Fig. 1: cell placement
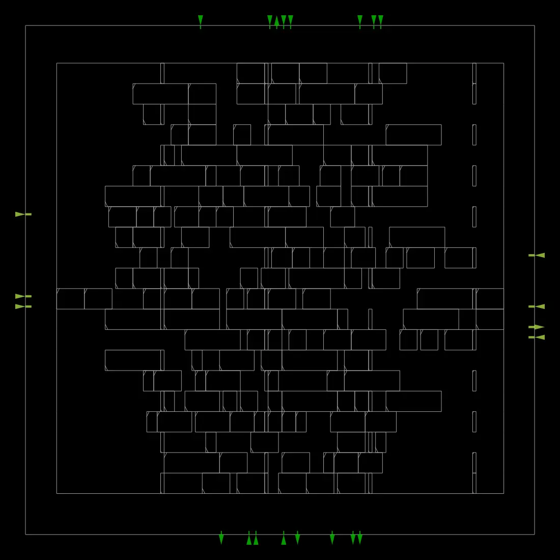
Fig. 2: routed metal per tile
The die is cut into 14 by 14 equal tiles; black is low, pale yellow is high, scaled to the fullest tile. Values are wire area over tile area, all layers added.
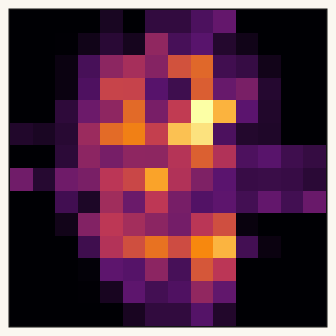
Fig. 3: clock network drawn from the DEF
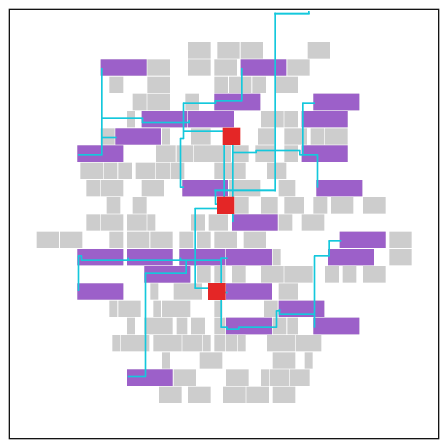
`src/rtl/b06_pkg.sv`:
```
// Shared types and constants for the b06 compare/count companion block.
package b06_pkg;

    typedef enum logic [1:0] {
        IDLE,
        RUN,
        HIT
    } cnt_state_t;

    localparam logic [1:0] CC_REF0 = 2'b00;
    localparam logic [1:0] CC_REG  = 2'b01;
    localparam logic [1:0] CC_PREV = 2'b10;
    localparam logic [1:0] CC_ZERO = 2'b11;

    localparam int DW_DEF = 8;
    localparam int CW_DEF = 4;

endpackage

```
`src/rtl/b06_term_cnt.sv`:
```
// Enable-gated terminal counter: counts up to TERM, holds there with cont_eql set,
// and returns to zero whenever enable_count drops.
module b06_term_cnt
    import b06_pkg::*;
#(
    parameter int CW   = CW_DEF,
    parameter int TERM = 4
) (
    input  logic          clock,
    input  logic          reset_n,
    input  logic          enable_count,
    output logic [CW-1:0] count,
    output logic          cont_eql
);

    localparam logic [CW-1:0] TERM_C = CW'(TERM);
    localparam logic [CW-1:0] ONE_C  = CW'(1);

    // A terminal count above the counter's range would make the count wrap.
    generate
        if (TERM < 0 || TERM > (1 << CW) - 1) begin : g_bad_term
            $error("b06_term_cnt: TERM out of range for CW");
        end
    endgenerate

    cnt_state_t state;

    // NOTE: every register here is state, so only non-blocking assignments are used;
    // a blocking assignment would let later statements see the new value this cycle.
    always_ff @(posedge clock) begin
        if (!reset_n) begin
            state    <= IDLE;
            count    <= '0;
            cont_eql <= 1'b0;
        end else begin
            case (state)
                IDLE: begin
                    if (enable_count) begin
                        if (TERM_C == '0) begin
                            state    <= HIT;
                            count    <= '0;
                            cont_eql <= 1'b1;
                        end else begin
                            count <= ONE_C;
                            if (TERM_C == ONE_C) begin
                                state    <= HIT;
                                cont_eql <= 1'b1;
                            end else begin
                                state    <= RUN;
                                cont_eql <= 1'b0;
                            end
                        end
                    end else begin
                        count    <= '0;
                        cont_eql <= 1'b0;
                    end
                end
                RUN: begin
                    if (!enable_count) begin
                        state    <= IDLE;
                        count    <= '0;
                        cont_eql <= 1'b0;
                    end else begin
                        count <= count + ONE_C;
                        if (count + ONE_C == TERM_C) begin
                            state    <= HIT;
                            cont_eql <= 1'b1;
                        end
                    end
                end
                HIT: begin
                    if (!enable_count) begin
                        state    <= IDLE;
                        count    <= '0;
                        cont_eql <= 1'b0;
                    end else begin
                        count    <= TERM_C;
                        cont_eql <= 1'b1;
                    end
                end
                default: begin
                    state    <= IDLE;
                    count    <= '0;
                    cont_eql <= 1'b0;
                end
            endcase
        end
    end

endmodule

```
`src/rtl/b06_cmp_cnt.sv`:
```
// Produces eql/cont_eql for the b06 controller and edge-detects its ackout.
// Optional two-sample match filter on eql: define B06_EQL_FILTER_EN.
module b06_cmp_cnt
    import b06_pkg::*;
#(
    parameter int             DW   = DW_DEF,
    parameter int             CW   = CW_DEF,
    parameter int             TERM = 4,
    parameter logic [DW-1:0]  REF0 = 8'hA5
) (
    input  logic          clock,
    input  logic          reset_n,
    input  logic          enable_count,
    input  logic [1:0]    cc_mux,
    input  logic          ackout,
    input  logic [DW-1:0] data_in,
    input  logic          data_valid,
    input  logic          ref_load,
    output logic          eql,
    output logic          cont_eql,
    output logic [CW-1:0] count,
    output logic          ack_evt
);

    logic [DW-1:0] ref_reg;
    logic [DW-1:0] prev_reg;
    logic [DW-1:0] sel_ref;
    logic          ackout_d;
    logic          match;

    b06_term_cnt #(
        .CW   (CW),
        .TERM (TERM)
    ) u_term_cnt (
        .clock        (clock),
        .reset_n      (reset_n),
        .enable_count (enable_count),
        .count        (count),
        .cont_eql     (cont_eql)
    );

    // NOTE: the default assignment ahead of the case keeps this purely combinational
    // even if a select code is ever left uncovered, so no latch can be inferred.
    always_comb begin
        sel_ref = '0;
        case (cc_mux)
            CC_REF0: sel_ref = REF0;
            CC_REG:  sel_ref = ref_reg;
            CC_PREV: sel_ref = prev_reg;
            CC_ZERO: sel_ref = '0;
            default: sel_ref = '0;
        endcase
    end

    // The compare sees ref_reg/prev_reg as they were before this edge's update.
    assign match = (data_in == sel_ref);

`ifdef B06_EQL_FILTER_EN
    logic match_hist;
`endif

    // NOTE: the reference and previous-sample registers are reset along with the
    // control state, so eql is deterministic for any cc_mux straight out of reset.
    always_ff @(posedge clock) begin
        if (!reset_n) begin
            eql      <= 1'b0;
            ref_reg  <= '0;
            prev_reg <= '0;
`ifdef B06_EQL_FILTER_EN
            match_hist <= 1'b0;
`endif
        end else begin
            if (data_valid) begin
                prev_reg <= data_in;
`ifdef B06_EQL_FILTER_EN
                match_hist <= match;
                eql        <= match & match_hist;
`else
                eql <= match;
`endif
            end
            if (ref_load) begin
                ref_reg <= data_in;
            end
        end
    end

    always_ff @(posedge clock) begin
        if (!reset_n) begin
            ackout_d <= 1'b0;
            ack_evt  <= 1'b0;
        end else begin
            ackout_d <= ackout;
            ack_evt  <= ackout & ~ackout_d;
        end
    end

endmodule

```
`config.mk`:
```
export PLATFORM = sky130hd
export DESIGN_NAME = b06_cmp_cnt
export DESIGN_NICKNAME = d
export VERILOG_FILES = /design/src/rtl/b06_pkg.sv /design/src/rtl/b06_term_cnt.sv /design/src/rtl/b06_cmp_cnt.sv
export SDC_FILE = /design/constraint.sdc
export NUM_CORES = 1
export LEC_CHECK = 0
export CORE_MARGIN = 4
export CORE_UTILIZATION = 37
export DETAILED_ROUTE_END_ITERATION = 12
export HOLD_SLACK_MARGIN = 0.05
export MAX_ROUTING_LAYER = met4
export PLACE_DENSITY = 0.69
export SLEW_MARGIN = 10
export SYNTH_ARGS = -nofsm -noshare
export SYNTH_HDL_FRONTEND = slang
export SYNTH_SLANG_ARGS = --single-unit
export TNS_END_PERCENT = 50
```
`constraint.sdc`:
```
create_clock -name clock -period 3.8 [get_ports clock]
set_input_delay 0.76 -clock clock [delete_from_list [all_inputs] [get_ports clock]]
set_output_delay 0.76 -clock clock [all_outputs]
set_load 0.05 [all_outputs]
```
==> impl_metrics.xml <==
<?xml version="1.0" encoding="UTF-8"?>
<metrics>
  <group name="flow_run">
    <metric name="openroad.warnings" unit="">31</metric>
    <metric name="cap_viol_max_count" unit="">0</metric>
  </group>
  <group name="floorplanning">
    <metric name="rows" unit="">21</metric>
    <metric name="tapcell.inserted" unit="">46</metric>
    <metric name="die_h" unit="um">67.6</metric>
    <metric name="die_area" unit="mm2">0.00456</metric>
    <metric name="die-width" unit="um">67.6</metric>
    <metric name="ios" unit="">23</metric>
    <metric name="core_util_floorplan" unit="%">38.7</metric>
  </group>
  <group name="clock_network">
    <metric name="clk_pin_slew_worst_paths" unit="ns">0.13</metric>
    <metric name="htreeDepth" unit="">1</metric>
    <metric name="tritoncts.num_buffers" unit="">3</metric>
    <metric name="post_cts_hold_buffer_count" unit="">0</metric>
    <metric name="tritoncts" unit="">done</metric>
    <metric name="tritoncts_num_sinks" unit="">26</metric>
    <metric name="ctsLongestPathBuffers" unit="">2</metric>
    <metric name="post_cts_buffers" unit="">0</metric>
    <metric name="cts_root_buf" unit="">clkbuf_4</metric>
    <metric name="cts_repair_resize_count" unit="">0</metric>
  </group>
  <group name="final_timing">
    <metric name="report.final.hold_viol_count" unit="">0</metric>
    <metric name="finalCritPeriodShare" unit="%">62.1</metric>
    <metric name="setup_tns" unit="ns">0</metric>
    <metric name="final-max-slew-violation-count" unit="">0</metric>
    <metric name="timing_worst_slew_pin_value" unit="ns">0.711</metric>
    <metric name="final.setup.worst_slack" unit="ns">1.44</metric>
    <metric name="relSlewSlack" unit="%">52.5</metric>
    <metric name="grt_setup_unrepaired" unit="">false</metric>
    <metric name="setup_violations" unit="">0</metric>
    <metric name="finalHoldWorstSlack" unit="ns">0.398</metric>
    <metric name="clock.fmax" unit="MHz">424</metric>
    <metric name="final_period_minus_worst_setup_slack" unit="ns">2.36</metric>
  </group>
  <group name="setup_path">
    <metric name="worst_r2r_path_depth" unit="">5</metric>
    <metric name="worstPathBufferInverterCount" unit="">1</metric>
    <metric name="startpoint_type" unit="">flop</metric>
    <metric name="path_delay_family" unit="">buffers and inverters</metric>
    <metric name="timing.critical_path.to_type" unit="">output port</metric>
    <metric name="critical-path-max-stage-delay" unit="ns">0.84</metric>
    <metric name="timing.critical_path.slowest_stage_cell" unit="">clkdlybuf4s50_1</metric>
    <metric name="path_max_fanout" unit="">6</metric>
    <metric name="worstSetupPathDepth" unit="">1</metric>
    <metric name="criticalPathCategory" unit="">reg -&gt; out</metric>
    <metric name="worstPathCellList" unit="">clkdlybuf4s50_1</metric>
    <metric name="worst-endpoint-required" unit="ns">3.04</metric>
    <metric name="worst_ep_arrival_time" unit="ns">1.60</metric>
  </group>
  <group name="layout">
    <metric name="final_layout_size_suffix_gt1_share" unit="%">3.97</metric>
    <metric name="n_clock_buffer" unit="">3</metric>
    <metric name="buffers" unit="">22</metric>
    <metric name="comb-cell-share" unit="%">46.6</metric>
    <metric name="final_net_count" unit="">176</metric>
    <metric name="antenna-diode-count" unit="">0</metric>
    <metric name="layout_top_cell_excl_fill_tap" unit="">dfxtp_1</metric>
    <metric name="area.sequential" unit="um2">520</metric>
    <metric name="sh_seq_area" unit="%">32.8</metric>
    <metric name="clock_tree_area_fraction" unit="%">1.42</metric>
    <metric name="most-common-layout-cells" unit="">dfxtp_1 (26), clkdlybuf4s50_1 (22), nor2b_1 (21)</metric>
    <metric name="n_fill_cell" unit="">311</metric>
    <metric name="multiInputCombCellCount" unit="">93</metric>
    <metric name="nFlopsAndLatches" unit="">26</metric>
    <metric name="multiInputGateArea" unit="um2">739</metric>
    <metric name="stdcell_area" unit="mm2">0.00159</metric>
    <metric name="layout.area.top_class" unit="">multi-input combinational cells</metric>
    <metric name="syn2layout_area_growth" unit="%">20.9</metric>
    <metric name="bufAreaShareNonClock" unit="%">13.9</metric>
    <metric name="inv_count" unit="">7</metric>
  </group>
  <group name="placed_design">
    <metric name="dpl_hpwl" unit="um">1860</metric>
    <metric name="buffer_ports.inserted" unit="">22</metric>
    <metric name="placed_cells" unit="">194</metric>
    <metric name="pre_cts_slack" unit="ns">1.26</metric>
    <metric name="detailed_place.area" unit="mm2">0.00156</metric>
    <metric name="finalWeightedCongestion" unit="">0.789</metric>
  </group>
  <group name="global_routing">
    <metric name="grt.busiest_layer" unit="">met2</metric>
    <metric name="antenna_found_initial" unit="">0</metric>
    <metric name="met3_usage" unit="%">0.998</metric>
    <metric name="grt_max_degree" unit="">25</metric>
    <metric name="first_global_vias" unit="">927</metric>
    <metric name="grt_remaining_overflow" unit="">0</metric>
    <metric name="routing_usage_on_met1" unit="%">14.1</metric>
    <metric name="grt_pass1_wl" unit="um">4070</metric>
    <metric name="groute.layer.met2.usage" unit="%">19.8</metric>
  </group>
  <group name="synth">
    <metric name="enable_flop_cells" unit="">0</metric>
    <metric name="yosys_most_used_dff" unit="">dfxtp_1</metric>
    <metric name="synthDistinctLibCells" unit="">26</metric>
    <metric name="ys.warnings.count" unit="">0</metric>
    <metric name="yosys-stat-cells" unit="">131</metric>
    <metric name="synthesized_cell_area" unit="mm2">0.00131</metric>
    <metric name="post_synth_inst_count" unit="">131</metric>
    <metric name="post_synth.cell_area_avg" unit="um2">10.0</metric>
    <metric name="numSynthFlops" unit="">26</metric>
    <metric name="postSynthNetCount" unit="">154</metric>
    <metric name="share_of_async_settable_or_async_resettable_flops_after_synthesis" unit="%">0</metric>
    <metric name="ys_seq_share" unit="%">39.7</metric>
    <metric name="yosys_area" unit="mm2">0.00131</metric>
  </group>
  <group name="route">
    <metric name="drt_pass1_iterations" unit="">5</metric>
    <metric name="viasPerCell" unit="">4.78</metric>
    <metric name="top_layer" unit="">met4</metric>
    <metric name="drt_drc_violations_left" unit="">0</metric>
    <metric name="dr_wl_met3" unit="um">63</metric>
    <metric name="metal2_wl" unit="um">1180</metric>
    <metric name="met1Wirelength" unit="um">1150</metric>
    <metric name="antenna_violating_nets_post_route" unit="">0</metric>
    <metric name="initial_drc_count" unit="">37</metric>
  </group>
  <group name="worst_hold_path">
    <metric name="min-delay-path-class" unit="">reg -&gt; reg</metric>
    <metric name="worst_hold_path.num_cells" unit="">1</metric>
  </group>
  <group name="pwr">
    <metric name="cellPowerDensity" unit="mW/mm2">359</metric>
    <metric name="total_power" unit="uW">570</metric>
    <metric name="reported_leakage_power" unit="nW">0.644</metric>
    <metric name="ir_drop" unit="mV">0.145</metric>
  </group>
  <group name="status">
    <metric name="run_status" unit="">finished clean</metric>
  </group>
</metrics>
About Fig. 1:
area inside the core boundary: 0.00339 mm2
Finished Core Util: 46.8%
count of non-filler cells in the finished layout: 197

About Fig. 2:
fullest tile: 0.40
tiles over half the peak: 12%
emptiest ninth of the die: bottom left
nearly empty tiles: 35%
total wire length after detailed routing: 2440 um
total routing resource utilization after global routing: 11.7%
DR WL/cell: 12.4 um
detailed-route via count: 942

About Fig. 3:
[flip-flops] purple | count: 26
[clock wires] cyan | length: 297 um
[clock-net drivers] red | count: 3
routed clock nets: 4
Worst Skew: 0.00428 ns
power in the clock group: 112 uW
Clk Latency, worst-skew pair: 0.31 ns
clock network power share: 19.7%

==> power breakdown <==
group,switching [mW],internal (mW)
registers,0.0153,0.293
logic,0.0778,0.0716
clock network,0.0752,0.0370
total,0.168,0.401
==> cell families after synthesis <==
| kind of cell | count (synthesis) | share of synthesized area, % |
|---|---|---|
| buffers and inverters | 12 | 4.00 |
| DFF | 26 | 39.7 |
| adders and majority gates | 7 | 6.67 |
| AOI/OAI and AO/OA | 13 | 7.63 |
| and+or+nand+nor | 43 | 20.2 |
| xor gates and xnor gates | 11 | 7.34 |
| muxes | 19 | 14.5 |
==> worst paths after layout <==
check | startpoint | to | slack (ns)
worst max-delay path | u_term_cnt.count[0]$_SDFF_PN0_ | count[0] | 1.44
worst min-delay path | ackout_d$_SDFF_PN0_ | ack_evt$_SDFF_PN0_ | 0.40
worst max register to register | u_term_cnt.count[0]$_SDFF_PN0_ | u_term_cnt.state[0]$_SDFFE_PN0P_ | 2.28
worst min register to register | ackout_d$_SDFF_PN0_ | ack_evt$_SDFF_PN0_ | 0.40
==> worst reg2reg max path, cell delays in order, from the launching register on <==
cell and delay (ns):
dfxtp_1 0.45, ha_1 0.21, nand2_1 0.06, o311a_1 0.33, o22a_1 0.24, mux2i_1 0.13
==> synthesized netlist by cell type (all sizes together), types with 2 or more instances <==
library cell / count / area, um2
o22ai: 4 / 25.0
clkbuf: 4 / 15.0
dfxtp: 26 / 521
nor3: 2 / 10.0
nor2b: 23 / 159
nand3: 2 / 10.0
inv: 7 / 26.3
nand2: 6 / 22.5
xnor2: 6 / 52.6
and3: 2 / 12.5
mux2i: 19 / 190
a22oi: 4 / 30.0
a21oi: 2 / 10.0
ha: 7 / 87.6
nand4: 2 / 12.5
xor2: 5 / 43.8
nor2: 2 / 7.51
No activity file was given, so power comes from the tool's default toggle rates.
